[src/rtl/b3_serial_decrementer_pkg.sv]
// +----------------------------------------------------------------------+
// | b3_serial_decrementer_pkg                                            |
// | Base-3 digit codes and FSM state encodings for the serial decrementer|
// | Rev 1.0 - initial release                                            |
// +----------------------------------------------------------------------+
`default_nettype none

package b3_serial_decrementer_pkg;

  localparam logic [1:0] B3_D0  = 2'b00;
  localparam logic [1:0] B3_D1  = 2'b01;
  localparam logic [1:0] B3_D2  = 2'b10;
  localparam logic [1:0] B3_ILL = 2'b11;

  typedef enum logic [0:0] {
    ST_IDLE   = 1'b0,
    ST_RIPPLE = 1'b1
  } state_t;

endpackage

`default_nettype wire

[src/rtl/b3_serial_decrementer_halfsubtractor.sv]
// +----------------------------------------------------------------------+
// | b3_halfsubtractor                                                    |
// | Combinational base-3 half subtractor: d = (x - bin) mod 3            |
// | Rev 1.0 - initial release                                            |
// +----------------------------------------------------------------------+
`default_nettype none

module b3_halfsubtractor
  import b3_serial_decrementer_pkg::*;
(
  input  logic [1:0] x1_x0,
  input  logic       bin,
  output logic [1:0] d1_d0,
  output logic       bout
);

  always_comb begin
    d1_d0 = x1_x0;
    if (bin) begin
      case (x1_x0)
        B3_D0:   d1_d0 = B3_D2;
        B3_D1:   d1_d0 = B3_D0;
        B3_D2:   d1_d0 = B3_D1;
        default: d1_d0 = B3_D0;  // illegal digit, result is don't-care
      endcase
    end
  end

  assign bout = bin & (x1_x0 == B3_D0);

endmodule

`default_nettype wire

[src/rtl/b3_serial_decrementer.sv]
// +----------------------------------------------------------------------+
// | b3_serial_decrementer                                                |
// | N-digit base-3 register, decremented one digit per clock, LSD first. |
// | Optional: B3_SATURATE_EN makes decrement of zero saturate at zero.   |
// | Rev 1.0 - initial release                                            |
// +----------------------------------------------------------------------+
`default_nettype none

module b3_serial_decrementer
  import b3_serial_decrementer_pkg::*;
#(
  parameter int N_DIGITS = 4
) (
  input  logic                  clock,
  input  logic                  reset_,
  input  logic                  load,
  input  logic [2*N_DIGITS-1:0] din,
  input  logic                  dec,
  output logic [2*N_DIGITS-1:0] q,
  output logic                  busy,
  output logic                  done,
  output logic                  uflow,
  output logic                  zero,
  output logic                  lerr
);

  localparam int c_IDX_W = (N_DIGITS > 1) ? $clog2(N_DIGITS) : 1;
  localparam logic [c_IDX_W-1:0] c_LAST_IDX = c_IDX_W'(N_DIGITS - 1);

  state_t                r_state;
  logic [2*N_DIGITS-1:0] r_q;
  logic [c_IDX_W-1:0]    r_idx;
  logic                  r_borrow;
  logic                  r_busy;
  logic                  r_done;
  logic                  r_uflow;
  logic                  r_lerr;

  logic [1:0]            w_sel_digit;
  logic [1:0]            w_diff;
  logic                  w_bout;
  logic                  w_din_legal;

  assign w_sel_digit = r_q[{r_idx, 1'b0} +: 2];

  b3_halfsubtractor u_halfsub (
    .x1_x0 (w_sel_digit),
    .bin   (r_borrow),
    .d1_d0 (w_diff),
    .bout  (w_bout)
  );

  always_comb begin
    w_din_legal = 1'b1;
    for (int i = 0; i < N_DIGITS; i++) begin
      if (din[2*i +: 2] == B3_ILL) w_din_legal = 1'b0;
    end
  end

  always_ff @(posedge clock or negedge reset_) begin
    if (!reset_) begin
      r_state  <= ST_IDLE;
      r_q      <= '0;
      r_idx    <= '0;
      r_borrow <= 1'b0;
      r_busy   <= 1'b0;
      r_done   <= 1'b0;
      r_uflow  <= 1'b0;
      r_lerr   <= 1'b0;
    end else begin
      r_done  <= 1'b0;
      r_uflow <= 1'b0;
      r_lerr  <= 1'b0;
      case (r_state)
        ST_IDLE: begin
          if (load) begin
            if (w_din_legal) r_q    <= din;
            else             r_lerr <= 1'b1;
          end else if (dec) begin
`ifdef B3_SATURATE_EN
            if (r_q == '0) begin
              r_done  <= 1'b1;
              r_uflow <= 1'b1;
            end else begin
              r_state  <= ST_RIPPLE;
              r_idx    <= '0;
              r_borrow <= 1'b1;
              r_busy   <= 1'b1;
            end
`else
            r_state  <= ST_RIPPLE;
            r_idx    <= '0;
            r_borrow <= 1'b1;
            r_busy   <= 1'b1;
`endif
          end
        end
        ST_RIPPLE: begin
          r_q[{r_idx, 1'b0} +: 2] <= w_diff;
          // Stop once the borrow is absorbed or the MSD has been processed
          if (!w_bout || (r_idx == c_LAST_IDX)) begin
            r_state  <= ST_IDLE;
            r_idx    <= '0;
            r_borrow <= 1'b0;
            r_busy   <= 1'b0;
            r_done   <= 1'b1;
            r_uflow  <= w_bout;
          end else begin
            r_idx    <= r_idx + 1'b1;
            r_borrow <= w_bout;
          end
        end
        default: r_state <= ST_IDLE;
      endcase
    end
  end

  assign q     = r_q;
  assign busy  = r_busy;
  assign done  = r_done;
  assign uflow = r_uflow;
  assign lerr  = r_lerr;
  assign zero  = (r_q == '0);

endmodule

`default_nettype wire

[config.mk]
export PLATFORM = sky130hd
export DESIGN_NAME = b3_serial_decrementer
export DESIGN_NICKNAME = d
export VERILOG_FILES = /design/src/rtl/b3_serial_decrementer_pkg.sv /design/src/rtl/b3_serial_decrementer_halfsubtractor.sv /design/src/rtl/b3_serial_decrementer.sv
export SDC_FILE = /design/constraint.sdc
export NUM_CORES = 1
export LEC_CHECK = 0
export ABC_AREA = 1
export CAP_MARGIN = 10
export CELL_PAD_IN_SITES_DETAIL_PLACEMENT = 1
export CELL_PAD_IN_SITES_GLOBAL_PLACEMENT = 1
export CORE_ASPECT_RATIO = 0.7
export CORE_MARGIN = 3
export CORE_UTILIZATION = 31
export DETAILED_ROUTE_END_ITERATION = 10
export GPL_TIMING_DRIVEN = 0
export PLACE_DENSITY = 0.8
export SYNTH_ARGS = -nofsm -noshare
export SYNTH_HDL_FRONTEND = slang
export SYNTH_HIERARCHICAL = 1
export SYNTH_SLANG_ARGS = --single-unit
[constraint.sdc]
create_clock -name clock -period 1.6 [get_ports clock]
set_input_delay 0.32 -clock clock [delete_from_list [all_inputs] [get_ports clock]]
set_output_delay 0.32 -clock clock [all_outputs]
set_load 0.05 [all_outputs]
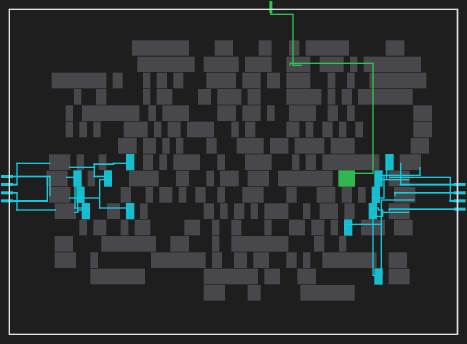
(images/port_nets.png)
Scale: 6 px per um.
din -> cyan  # direction input, edge 4 left, 4 right, end cells 12, wire 199 um
zero -> green  # direction output, edge top, end cells 1, wire 50.2 um
Buffers on Ports: 24
I/O Pins: 25

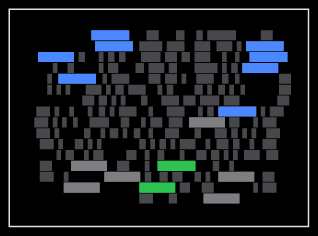
(images/registers.png)
Scale: 4 px per um. Other sequential cells in the stronger grey, the rest of the logic in the fainter grey.
r_idx -> green  # flops 2
q -> blue  # flops 8
not coloured = 6

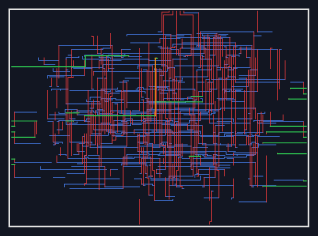
(images/metal_stack.png)
Scale: 4 px per um.
met1 -> blue  # wire length 1660 um
met4 -> orange  # wire length 14.3 um
met2 -> red  # wire length 1710 um
met3 -> green  # wire length 145 um
drt total wl: 3530 um
total number of vias: 1084
WL per Instance: 17.2 um
total track usage: 18.6%

synthesized netlist by cell type, drive strengths merged:
| cell | n | area [sq um] |
|---|---|---|
| a31o | 1 | 8.76 |
| and2 | 1 | 6.26 |
| buf | 4 | 37.5 |
| clkinv | 1 | 3.75 |
| dfrtp | 16 | 400 |
| ha | 5 | 62.6 |
| inv | 11 | 41.3 |
| nand2 | 50 | 210 |
| nand3 | 16 | 80.1 |
| nand3b | 1 | 7.51 |
| nand4 | 3 | 18.8 |
| nor2 | 9 | 36.3 |
| nor3 | 1 | 5.00 |
| nor4 | 2 | 12.5 |
| o21ai | 14 | 73.8 |
| o22ai | 2 | 12.5 |
placed cells by master, fill, tap and decap left out, types with 2 or more instances in the layout:
| cell | Yosys | final |
|---|---|---|
| nand3_2 | 0 | 2 |
| nor2_1 | 8 | 4 |
| inv_1 | 10 | 8 |
| nand2_4 | 2 | 3 |
| dfrtp_1 | 16 | 9 |
| nand2_2 | 3 | 5 |
| nor2_2 | 1 | 4 |
| o21ai_2 | 1 | 5 |
| ha_1 | 5 | 5 |
| inv_2 | 1 | 2 |
| nand4_1 | 3 | 3 |
| buf_6 | 2 | 4 |
| nand3_1 | 16 | 14 |
| dfrtp_2 | 0 | 7 |
| dlygate4sd2_1 | 0 | 12 |
| clkbuf_8 | 0 | 3 |
| buf_4 | 2 | 5 |
| clkdlybuf4s50_1 | 0 | 11 |
| o21ai_1 | 7 | 7 |
| nand2_1 | 45 | 42 |
kinds of logic after synthesis:
family / synth area share [%]
AOI/OAI and AO/OA: 9.35
and+or+nand+nor: 37.0
DFF: 39.4
buffers and inverters: 8.12
adders and majority gates: 6.15
what timing repair did:
action,in CTS,in global routing
resized,38,16
buffers inserted,3,1
endpoints found under the setup margin,28,15
pin swaps,3,8
==> out/metrics.csv <==
stage;metric;value;unit
sta;setup_ws;-0.219;ns
finish;areaGrowthSynthToFinish;45.8;%
sta;final-hold-violation-count;0;
drt;dr.first_iter.drc_count;19;
finish;n_all_inverters;12;
global_routing;overflow;0;
outcome;violations;setup timing;
logic_synthesis;yosysChipArea;1020;sq um
global_routing;grt_max_degree;17;
global_routing;grt_first_pass_wirelength;5510;um
pwr;clkPwrFrac;11.9;%
sta;max-slew-margin-rel;49.5;%
sta;setup_violations;4;
pwr;swShare;53.9;%
drt;drc;0;
critical_path;rr_startpoint;r_idx[0];
clock_network;cts.sinks;16;
finish;fin_util;50.0;%
pwr;seq_power_share;26.4;%
flow_run;warnings;32;
logic_synthesis;yosys_warnings;6;
pwr;power_leader;combinational cells;
finish;clk_share;3.04;%
critical_path;cpPeakStageDelay;0.44;ns
drt;wl_met1;1660;um
finish;seq_share;27.6;%
worst_hold_path;hold_class;in2async;
drt;top_layer;met4;
clock_network;cts-root-buf;clkbuf_8;
logic_synthesis;synth_flops;16;
floorplan;die_w;74.5;um
drt;ant_nets;0;
critical_path;cp-end-kind;primary output;
logic_synthesis;synthesis.area;1020;sq um
critical_path;crit_type;reg2out;
finish;num-multi-input-gates;105;
floorplan;fp_util;34.3;%
critical_path;reg2reg_slack;-0.03;ns
finish;buffers_excl_clock;32;
finish;nFillCells;356;
floorplan;die_h;53.9;um
finish;stdcell_area;1480;sq um
global_routing;antenna_found_initial;0;
sta;fin_skew;0.00225;ns
floorplan;core_area;2960;sq um
clock_network;clk_path_buf_depth;2;
outcome;status;complete, but fails checks;
critical_path;startpoint_type;flip-flop;
placement;gp_congestion;0.802;
finish;flops;16;
logic_synthesis;post_synth.cell_area_avg;7.43;sq um
clock_network;postCtsHoldBufs;0;
pwr;p_int;0.00128;W
finish;drive_above_1_share;28.4;%
critical_path;path_delay_family;simple AND/OR/NAND/NOR gates;
critical_path;required;1.28;ns
critical_path;slowest_stage;dfrtp_2;
critical_path;path_cells;nor4_1 > and2_2 > buf_6;
critical_path;crit_cells;3;
Power and IR drop assume default switching activity.
